==> run_1/cell_classes.png <==
(4 px per µm) Fill, decap, tap and diode cells in gray.
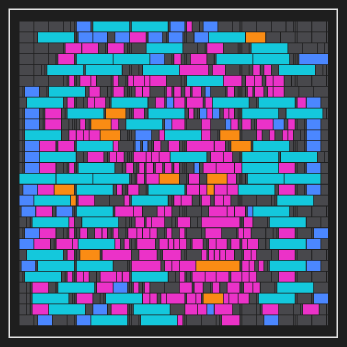
==> run_1/met2.png <==
(4 px per µm) Cells faint in the background.
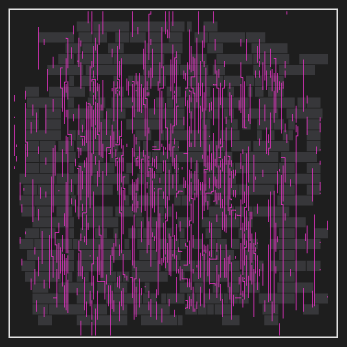
==> run_1/clock_map.png <==
(6 px per µm)
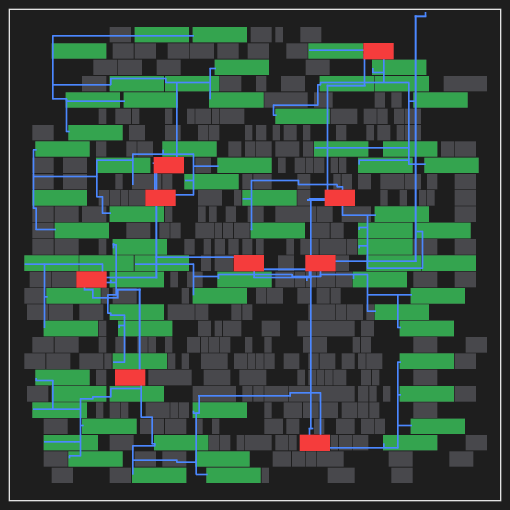
**config.mk**
```make
export PLATFORM = sky130hd
export DESIGN_NAME = seq_divider
export DESIGN_NICKNAME = d
export VERILOG_FILES = /design/src/rtl/seq_div_pkg.sv /design/src/rtl/seq_div_ctrl.sv /design/src/rtl/seq_divider.sv
export SDC_FILE = /design/constraint.sdc
export NUM_CORES = 1
export LEC_CHECK = 0
export ABC_CLOCK_PERIOD_IN_PS = 2560
export CORE_MARGIN = 2
export CORE_UTILIZATION = 56
export CTS_CLUSTER_DIAMETER = 40
export DETAILED_ROUTE_END_ITERATION = 10
export GPL_TIMING_DRIVEN = 0
export HOLD_SLACK_MARGIN = 0.02
export PLACE_DENSITY = 0.8
export SLEW_MARGIN = 20
export SYNTH_ARGS = -nofsm -noshare
export SYNTH_HDL_FRONTEND = slang
export SYNTH_SLANG_ARGS = --single-unit
```
**constraint.sdc**
```tcl
create_clock -name clk -period 2.56 [get_ports clk]
set_input_delay 0.512 -clock clk [delete_from_list [all_inputs] [get_ports clk]]
set_output_delay 0.512 -clock clk [all_outputs]
set_load 0.01 [all_outputs]
```
**src/rtl/seq_div_pkg.sv**
```systemverilog
// seq_div_pkg: shared 3-bit FSM state encoding for seq_divider and seq_div_ctrl.
package seq_div_pkg;
   typedef logic [2:0] state_t;
   localparam state_t S_IDLE = 3'd0;
   localparam state_t S_LOAD = 3'd1;
   localparam state_t S_ITER = 3'd2;
   localparam state_t S_FIX  = 3'd3;
   localparam state_t S_DONE = 3'd4;
endpackage

```
**src/rtl/seq_div_ctrl.sv**
```systemverilog
// seq_div_ctrl: sequencing FSM for seq_divider (IDLE, LOAD, ITER, FIX, DONE).
//   clk, rst (async, active-high)
//   start : request, honoured only in IDLE
//   zero  : captured divisor is zero (checked in LOAD)
//   last  : current ITER step is the final one
//   load, step, fix, done : one-hot state strobes for the datapath
//   busy  : any state other than IDLE
// SEQ_DIVIDER_SIGNED_EN adds the FIX state between ITER and DONE.
module seq_div_ctrl
   import seq_div_pkg::*;
(
   input  logic clk,
   input  logic rst,
   input  logic start,
   input  logic zero,
   input  logic last,
   output logic load,
   output logic step,
   output logic fix,
   output logic done,
   output logic busy
);
`ifdef SEQ_DIVIDER_SIGNED_EN
   localparam state_t S_POST = S_FIX;
`else
   localparam state_t S_POST = S_DONE;
`endif
   state_t state_q, state_d;
   always_comb begin
      state_d = (state_q == S_IDLE) ? (start ? S_LOAD : S_IDLE) :
                (state_q == S_LOAD) ? (zero ? S_DONE : S_ITER) :
                (state_q == S_ITER) ? (last ? S_POST : S_ITER) :
                (state_q == S_FIX)  ? S_DONE : S_IDLE;
      load = state_q == S_LOAD;
      step = state_q == S_ITER;
`ifdef SEQ_DIVIDER_SIGNED_EN
      fix  = state_q == S_FIX;
`else
      fix  = 1'b0;
`endif
      done = state_q == S_DONE;
      busy = state_q != S_IDLE;
   end
   always_ff @(posedge clk or posedge rst)
      if (rst) state_q <= S_IDLE;
      else     state_q <= state_d;
endmodule

```
**src/rtl/seq_divider.sv**
```systemverilog
// seq_divider: multi-cycle restoring divider, one quotient bit per clock, MSB first.
//   WIDTH        : operand/result width (2..32)
//   clk, rst     : clock, async active-high reset
//   start        : request, accepted only while not busy; operands captured then
//   dividend, divisor : operands
//   quotient, remainder : registered results, valid from the done pulse
//   busy         : operation in flight
//   done         : one-cycle completion pulse
//   div_by_zero  : last completed operation had a zero divisor
// Define SEQ_DIVIDER_SIGNED_EN for two's-complement operation (one extra cycle).
module seq_divider
   import seq_div_pkg::*;
#(
   parameter int WIDTH = 8
) (
   input  logic             clk,
   input  logic             rst,
   input  logic             start,
   input  logic [WIDTH-1:0] dividend,
   input  logic [WIDTH-1:0] divisor,
   output logic [WIDTH-1:0] quotient,
   output logic [WIDTH-1:0] remainder,
   output logic             busy,
   output logic             done,
   output logic             div_by_zero
);
   logic [WIDTH-1:0] a_q, a_d, b_q, b_d, dvd_q, dvd_d, dsr_q, dsr_d, rem_q, rem_d;
   logic [WIDTH-1:0] quotient_q, quotient_d, remainder_q, remainder_d, a_mag, b_mag, rem_sub;
   logic [WIDTH:0]   rem_sh;
   logic [5:0]       cnt_q, cnt_d;
   logic             z_q, z_d, dbz_q, dbz_d, done_q, done_d;
   logic             load, step, fix, done_st, busy_w, zero, last, ge;
   seq_div_ctrl u_ctrl (
      .clk   (clk),
      .rst   (rst),
      .start (start),
      .zero  (zero),
      .last  (last),
      .load  (load),
      .step  (step),
`ifdef SEQ_DIVIDER_SIGNED_EN
      .fix   (fix),
`else
      .fix   (),
`endif
      .done  (done_st),
      .busy  (busy_w)
   );
`ifndef SEQ_DIVIDER_SIGNED_EN
   assign fix = 1'b0;
`endif
   always_comb begin
`ifdef SEQ_DIVIDER_SIGNED_EN
      a_mag = a_q[WIDTH-1] ? -a_q : a_q;
      b_mag = b_q[WIDTH-1] ? -b_q : b_q;
`else
      a_mag = a_q;
      b_mag = b_q;
`endif
      zero    = b_q == '0;
      last    = cnt_q == 6'(WIDTH - 1);
      rem_sh  = {rem_q, dvd_q[WIDTH-1]};
      ge      = rem_sh >= {1'b0, dsr_q};
      // the true difference is below dsr_q, so WIDTH bits suffice
      rem_sub = rem_sh[WIDTH-1:0] - dsr_q;
      a_d     = (start && !busy_w) ? dividend : a_q;
      b_d     = (start && !busy_w) ? divisor : b_q;
      dvd_d   = dvd_q;
      dsr_d   = dsr_q;
      rem_d   = rem_q;
      cnt_d   = cnt_q;
      z_d     = z_q;
      if (load) begin
         dsr_d = b_mag;
         cnt_d = '0;
         z_d   = zero;
         dvd_d = zero ? '1 : a_mag;
         rem_d = zero ? a_q : '0;
      end
      // dividend bits shift out the top while quotient bits shift in the bottom
      if (step) begin
         dvd_d = {dvd_q[WIDTH-2:0], ge};
         rem_d = ge ? rem_sub : rem_sh[WIDTH-1:0];
         cnt_d = cnt_q + 6'd1;
      end
`ifdef SEQ_DIVIDER_SIGNED_EN
      if (fix) begin
         dvd_d = (a_q[WIDTH-1] ^ b_q[WIDTH-1]) ? -dvd_q : dvd_q;
         rem_d = a_q[WIDTH-1] ? -rem_q : rem_q;
      end
`endif
      quotient_d  = done_st ? dvd_q : quotient_q;
      remainder_d = done_st ? rem_q : remainder_q;
      dbz_d       = load ? 1'b0 : done_st ? z_q : dbz_q;
      done_d      = done_st;
   end
   always_ff @(posedge clk or posedge rst)
      if (rst) begin
         a_q         <= '0;
         b_q         <= '0;
         dvd_q       <= '0;
         dsr_q       <= '0;
         rem_q       <= '0;
         cnt_q       <= '0;
         z_q         <= 1'b0;
         quotient_q  <= '0;
         remainder_q <= '0;
         dbz_q       <= 1'b0;
         done_q      <= 1'b0;
      end else begin
         a_q         <= a_d;
         b_q         <= b_d;
         dvd_q       <= dvd_d;
         dsr_q       <= dsr_d;
         rem_q       <= rem_d;
         cnt_q       <= cnt_d;
         z_q         <= z_d;
         quotient_q  <= quotient_d;
         remainder_q <= remainder_d;
         dbz_q       <= dbz_d;
         done_q      <= done_d;
      end
   assign quotient    = quotient_q;
   assign remainder   = remainder_q;
   assign busy        = busy_w;
   assign done        = done_q;
   assign div_by_zero = dbz_q;
endmodule

```
==> impl_metrics.py, run 1 <==
# Physical implementation metrics
metrics = {
    "timing": {
        "skew_ps": 6.66,
        "slew_viol_final": 0,
        "hold_viol": 0,
        "slew_headroom_pct": 66.1,
        "setup_viol": 0,
        "tightest_slew_ps": 509,
    },
    "finish": {
        "syn2layout_area_growth_pct": 20.1,
        "drive_above_1_share_pct": 17.4,
        "lay_top_cells": "dfrtp_1, nand2_1, clkdlybuf4s50_1, mux2_2, o21ai_0",
        "logic_area_um2": 1540,
        "final_nets": 388,
        "clock_area_share_pct": 4.69,
        "regArea_um2": 1700,
        "mostFrequentLayoutCell": "dfrtp_1",
        "signal_buffers": 52,
        "largest_cell_class": "registers",
        "fillers": 474,
    },
    "synth": {
        "synth_top_area_share_pct": 50.4,
        "ys_types": 51,
        "syn-num-nets": 339,
        "ys_seq_share_pct": 50.4,
        "synth-edff-count": 0,
        "yosysTopAreaCell": "dfrtp_1",
        "synth_warnings": 0,
        "syn_area_per_cell_um2": 10.9,
    },
    "global_route": {
        "grt_max_degree": 36,
        "antenna_found_initial": 0,
        "busiest_layer": "met2",
        "grt_pass1_vias": 2452,
        "use_met3_pct": 4.84,
    },
    "clocking": {
        "cts_tree": "done",
        "post_cts_resized": 0,
        "clock_sinks": 68,
        "h-tree-depth": 3,
        "clock_latency_ps": 340,
        "clkSlewWorstSetupHoldPaths_ps": 70,
        "cts_hold_buf": 0,
    },
    "placed_design": {
        "place.gp.congestion": 0.885,
        "placed_area_um2": 3860,
        "dp_slack_ps": 441,
    },
    "flow_run": {
        "maxCapViolations": 0,
        "openroad.warnings": 26,
    },
    "floorplanning": {
        "die-area_um2": 6670,
        "num_io_pins": 38,
        "fp_util_pct": 57.4,
    },
    "critical_path": {
        "crit_buf_inv": 1,
        "r2r-start": "rem_q[3]$_DFFE_PP0P_",
        "path_max_fanout": 7,
        "end_kind": "output port",
        "crit_arrival_ps": 1760,
        "worstPathCellList": "or3_4 > clkdlybuf4s50_1",
    },
    "detailed_routing": {
        "drt_iter0_drc": 258,
        "totalWireLength_mm": 7.34,
        "maxUsedRoutingLayer": "met4",
        "wl_met1_mm": 3.42,
        "first_pass_iters": 4,
        "vias": 2628,
        "routed_via_density": 6.01,
        "wl_per_cell_um": 16.8,
    },
    "pwr": {
        "peakVddDrop_mv": 0.820,
    },
    "worst_hold_path": {
        "whs_path_depth": 2,
    },
    "run_status": {
        "status": "completed",
    },
}
Back to the opening pictures, cell_classes.png:
| class | color | cells | share of their area |
|---|---|---|---|
| flip-flops | cyan | 68 | 43% |
| all other logic | magenta | 228 | 40% |
| clock drivers and dummy loads | orange | 14 | 4.8% |
| other buffers and delay cells | blue | 52 | 12% |
core area: 5890 µm²
flop share of the area: 42.0%
final std cell area, no fill: 4050 µm²
fin util: 68.9%
# rows: 28

Back to the opening pictures, met2.png:
longest straight run: 43.5 µm
wire length on this layer: 3330 µm
nets with wire on the layer: 341
main direction: vertical

Back to the opening pictures, clock_map.png:
[clock wires] blue | length: 877 µm
[flip-flops] green | count: 68
[cells driving clock nets] red | count: 9
routed clock nets: 10
flops lie: spread over the die

[run 1: worst max-delay path by stage]
stage,to,from,slack [ps],cells after the start
after floorplan,a_mag[0]$_DFFE_PP0P_,rst,340,1
after global placement,b_mag[2]$_DFFE_PP0P_,rst,-760,2
after global routing,busy,u_ctrl.state_q[1]$_DFF_PP0_,250,2
final,busy,u_ctrl.state_q[1]$_DFF_PP0_,290,2
after detailed placement,rem_q[1]$_DFFE_PP0P_,rem_q[1]$_DFFE_PP0P_,440,6
after CTS,busy,u_ctrl.state_q[1]$_DFF_PP0_,280,2
[run 1: power by group]
group / internal (mW) / leakage [nW] / total, mW / switching (mW)
sequential: 1.55 / 0.853 / 1.96 / 0.407
combinational: 1.29 / 0.826 / 2.81 / 1.52
clock: 0.491 / 0.0983 / 0.875 / 0.384
[run 1: flip-flops by register name, indices dropped and copies added, names as in the netlist]
| name | count |
|---|---|
| b_mag | 8 |
| z_q | 1 |
| done | 1 |
| quotient | 8 |
| remainder | 8 |
| cnt_q | 6 |
| u_ctrl.state_q | 3 |
| dvd_q | 8 |
| a_mag | 8 |
| rem_q | 8 |
| dsr_q | 8 |
| div_by_zero | 1 |
[run 1: per-stage QoR]
stage	instances	hold slack [ps]	TNS, ps	utilization [%]	total power, mW
final	437	474	0	68.9	5.64
after global routing	437	516	0	68.9	6.05
after CTS	437	479	0	68.9	5.62
after detailed placement	423	463	0	65.6	4.74
after global placement	422	462	-51490	65.2	4.64
after floorplan	310	446	0	-	3.87
[run 1: cell families after synthesis]
group           synth area share [%]
mux                             10.7
buf+inv                         3.85
simple gates                    14.6
flops                           50.4
xor+xnor                       0.259
fa+ha+maj                       3.93
compound gates                  16.2
[run 1: tightest hold or removal path, cell delays in order (launching register included)]
cell and delay (ps):
dfrtp_1 340, nand2_1 50, nand2_1 50
==> run_1/pins.png <==
(3 px per µm) Pins as bars across the die edge, other pins in gray.
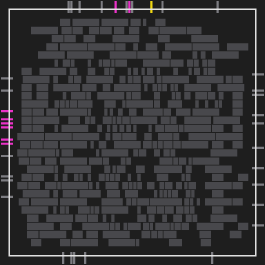

==> run 2, diff against run 1 <==
--- a/config.mk
+++ b/config.mk
@@ -10,8 +10,10 @@
 export CORE_UTILIZATION = 56
 export CTS_CLUSTER_DIAMETER = 40
 export DETAILED_ROUTE_END_ITERATION = 10
+export GPL_ROUTABILITY_DRIVEN = 0
 export GPL_TIMING_DRIVEN = 0
 export HOLD_SLACK_MARGIN = 0.02
+export MAX_ROUTING_LAYER = met4
 export PLACE_DENSITY = 0.8
 export SLEW_MARGIN = 20
 export SYNTH_ARGS = -nofsm -noshare
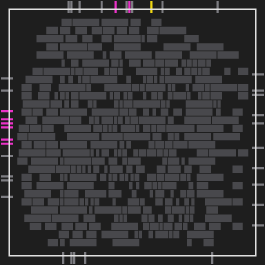
(run_2/pins.png)
(3 px per µm) Pins as bars across the die edge, other pins in gray.
| port | color | pins | direction | edge |
|---|---|---|---|---|
| dividend | magenta | 8 | input | 6 west, 2 north |
| busy | yellow | 1 | output | north |
all pins by edge: 12 west, 11 north, 10 east, 5 south

==> impl_metrics.py, run 2 <==
# Physical implementation metrics
metrics = {
    "pwr": {
        "seqPwrFrac_pct": 34.2,
        "pwr-share-clk_pct": 16.2,
        "power_mw": 5.71,
        "peakVddDrop_mv": 0.814,
        "power.internal_mw": 3.34,
        "power.switching_mw": 2.37,
        "combPwrFrac_pct": 49.6,
        "switching_share_pct": 41.5,
    },
    "timing": {
        "whs_ps": 480,
        "tightest_slew_ps": 539,
        "slew_headroom_pct": 64.1,
        "skew_ps": 7.62,
        "hold_viol": 0,
        "rsz0062_at_grt": "false",
        "slew_viol_final": 0,
        "setup_viol": 0,
    },
    "finish": {
        "lay_top_cells": "dfrtp_1, nand2_1, clkdlybuf4s50_1, mux2_2, o21ai_0",
        "final_nets": 388,
        "mostFrequentLayoutCell": "dfrtp_1",
        "num-nonclk-inverters": 14,
        "fillers": 447,
        "regArea_um2": 1700,
        "sh_seq_area_pct": 41.8,
        "largest_cell_class": "registers",
        "clock_area_share_pct": 5.19,
        "flop-count": 68,
        "utilization_pct": 69.2,
        "drive_above_1_share_pct": 18.1,
        "logic_area_um2": 1540,
        "signal_buffers": 52,
        "clockBufferCount": 11,
        "syn2layout_area_growth_pct": 20.7,
        "comb_cells": 214,
    },
    "synth": {
        "syn-num-nets": 339,
        "syn_area_per_cell_um2": 10.9,
        "synth_async_sr_flop_share_pct": 100,
        "synth_top_area_share_pct": 50.4,
        "synth_warnings": 0,
        "ys_types": 51,
        "yosysTopAreaCell": "dfrtp_1",
        "postSynthCellCount": 310,
        "ys_seq_share_pct": 50.4,
        "synth-edff-count": 0,
    },
    "floorplanning": {
        "rows": 28,
        "num_io_pins": 38,
        "fp_util_pct": 57.4,
        "core-area_um2": 5890,
        "die-area_um2": 6670,
    },
    "global_route": {
        "grt_pass1_vias": 2527,
        "track_usage_pct": 25.4,
        "grt_max_degree": 40,
        "antenna_found_initial": 0,
    },
    "critical_path": {
        "crit_path_start_kind": "flop",
        "slowest_delay_ps": 500,
        "crit_buf_inv": 1,
        "crit_arrival_ps": 1750,
        "r2r-start": "rem_q[1]$_DFFE_PP0P_",
        "end_kind": "output port",
        "path_max_fanout": 7,
        "worstPathCellList": "or3_4 > clkdlybuf4s50_1",
    },
    "clocking": {
        "cts_hold_buf": 0,
        "h-tree-depth": 3,
        "cts_setup_buffers": 0,
        "clock_latency_ps": 350,
        "clkSlewWorstSetupHoldPaths_ps": 70,
        "cts_tree": "done",
        "clock_sinks": 68,
        "root_buffer": "clkbuf_8",
    },
    "detailed_routing": {
        "vias": 2684,
        "totalWireLength_mm": 7.40,
        "routed_via_density": 6.11,
        "drt_iter0_drc": 365,
        "antenna_left": 0,
        "first_pass_iters": 5,
        "wl_per_cell_um": 16.8,
    },
    "placed_design": {
        "port_buffers": 37,
        "dp_slack_ps": 381,
    },
    "run_status": {
        "status": "completed",
    },
    "flow_run": {
        "maxCapViolations": 0,
        "openroad.warnings": 26,
    },
    "worst_hold_path": {
        "whs_path_depth": 2,
    },
}
-- run 2: power by group through the flow --
stage	Clock (mW)	Sequential, mW	Combinational, mW
CTS	0.938	1.94	2.81
detailed placement	0	1.97	2.77
global placement	0	1.94	2.68
finish	0.924	1.96	2.83
global route	0.980	2.01	3.12
floorplan	0	1.88	1.99
-- run 2: kinds of logic after synthesis --
group | Yosys count | share of synthesized area (%)
compound gates | 80 | 16.2
flops | 68 | 50.4
mux | 32 | 10.7
simple gates | 91 | 14.6
xor+xnor | 1 | 0.259
buf+inv | 28 | 3.85
fa+ha+maj | 10 | 3.93
-- run 2: through the flow --
stage	cell area, µm²	setup TNS [ps]	cells
after CTS	4070	0	439
final	4070	0	439
after global placement	3840	-49720	422
after detailed placement	3860	0	423
after floorplan	3380	0	310
after global routing	4070	0	439
-- run 2: routing by layer --
layer / vias up / share of wire, % / wire length (µm) / global-route usage (%)
met3: 31 / 6.8 / 500 / 4.51
met4: 0 / 3.2 / 235 / 11.2
met1: 1284 / 44 / 3220 / 34.0
met2: 139 / 46 / 3430 / 38.2
li1: 1230 / - / - / -
met5: - / 0 / 0 / -
-- run 2: worst max path at each step --
stage,start,to,slack [ps],cells past startpoint
2_1_floorplan,rst,a_mag[0]$_DFFE_PP0P_,340,1
3_3_place_gp,rst,dsr_q[5]$_DFFE_PP0P_,-740,2
3_5_place_dp,rem_q[1]$_DFFE_PP0P_,rem_q[1]$_DFFE_PP0P_,380,6
4_1_cts,u_ctrl.state_q[1]$_DFF_PP0_,busy,280,2
5_1_grt,rem_q[1]$_DFFE_PP0P_,rem_q[1]$_DFFE_PP0P_,230,6
6_report,u_ctrl.state_q[1]$_DFF_PP0_,busy,300,2
-- run 2: tightest hold or removal path, cell delays in order (launching register included) --
cell and delay (ps):
dfrtp_1 350, nand2_1 50, nand2_1 50
Power is estimated from default activity; no workload was simulated.
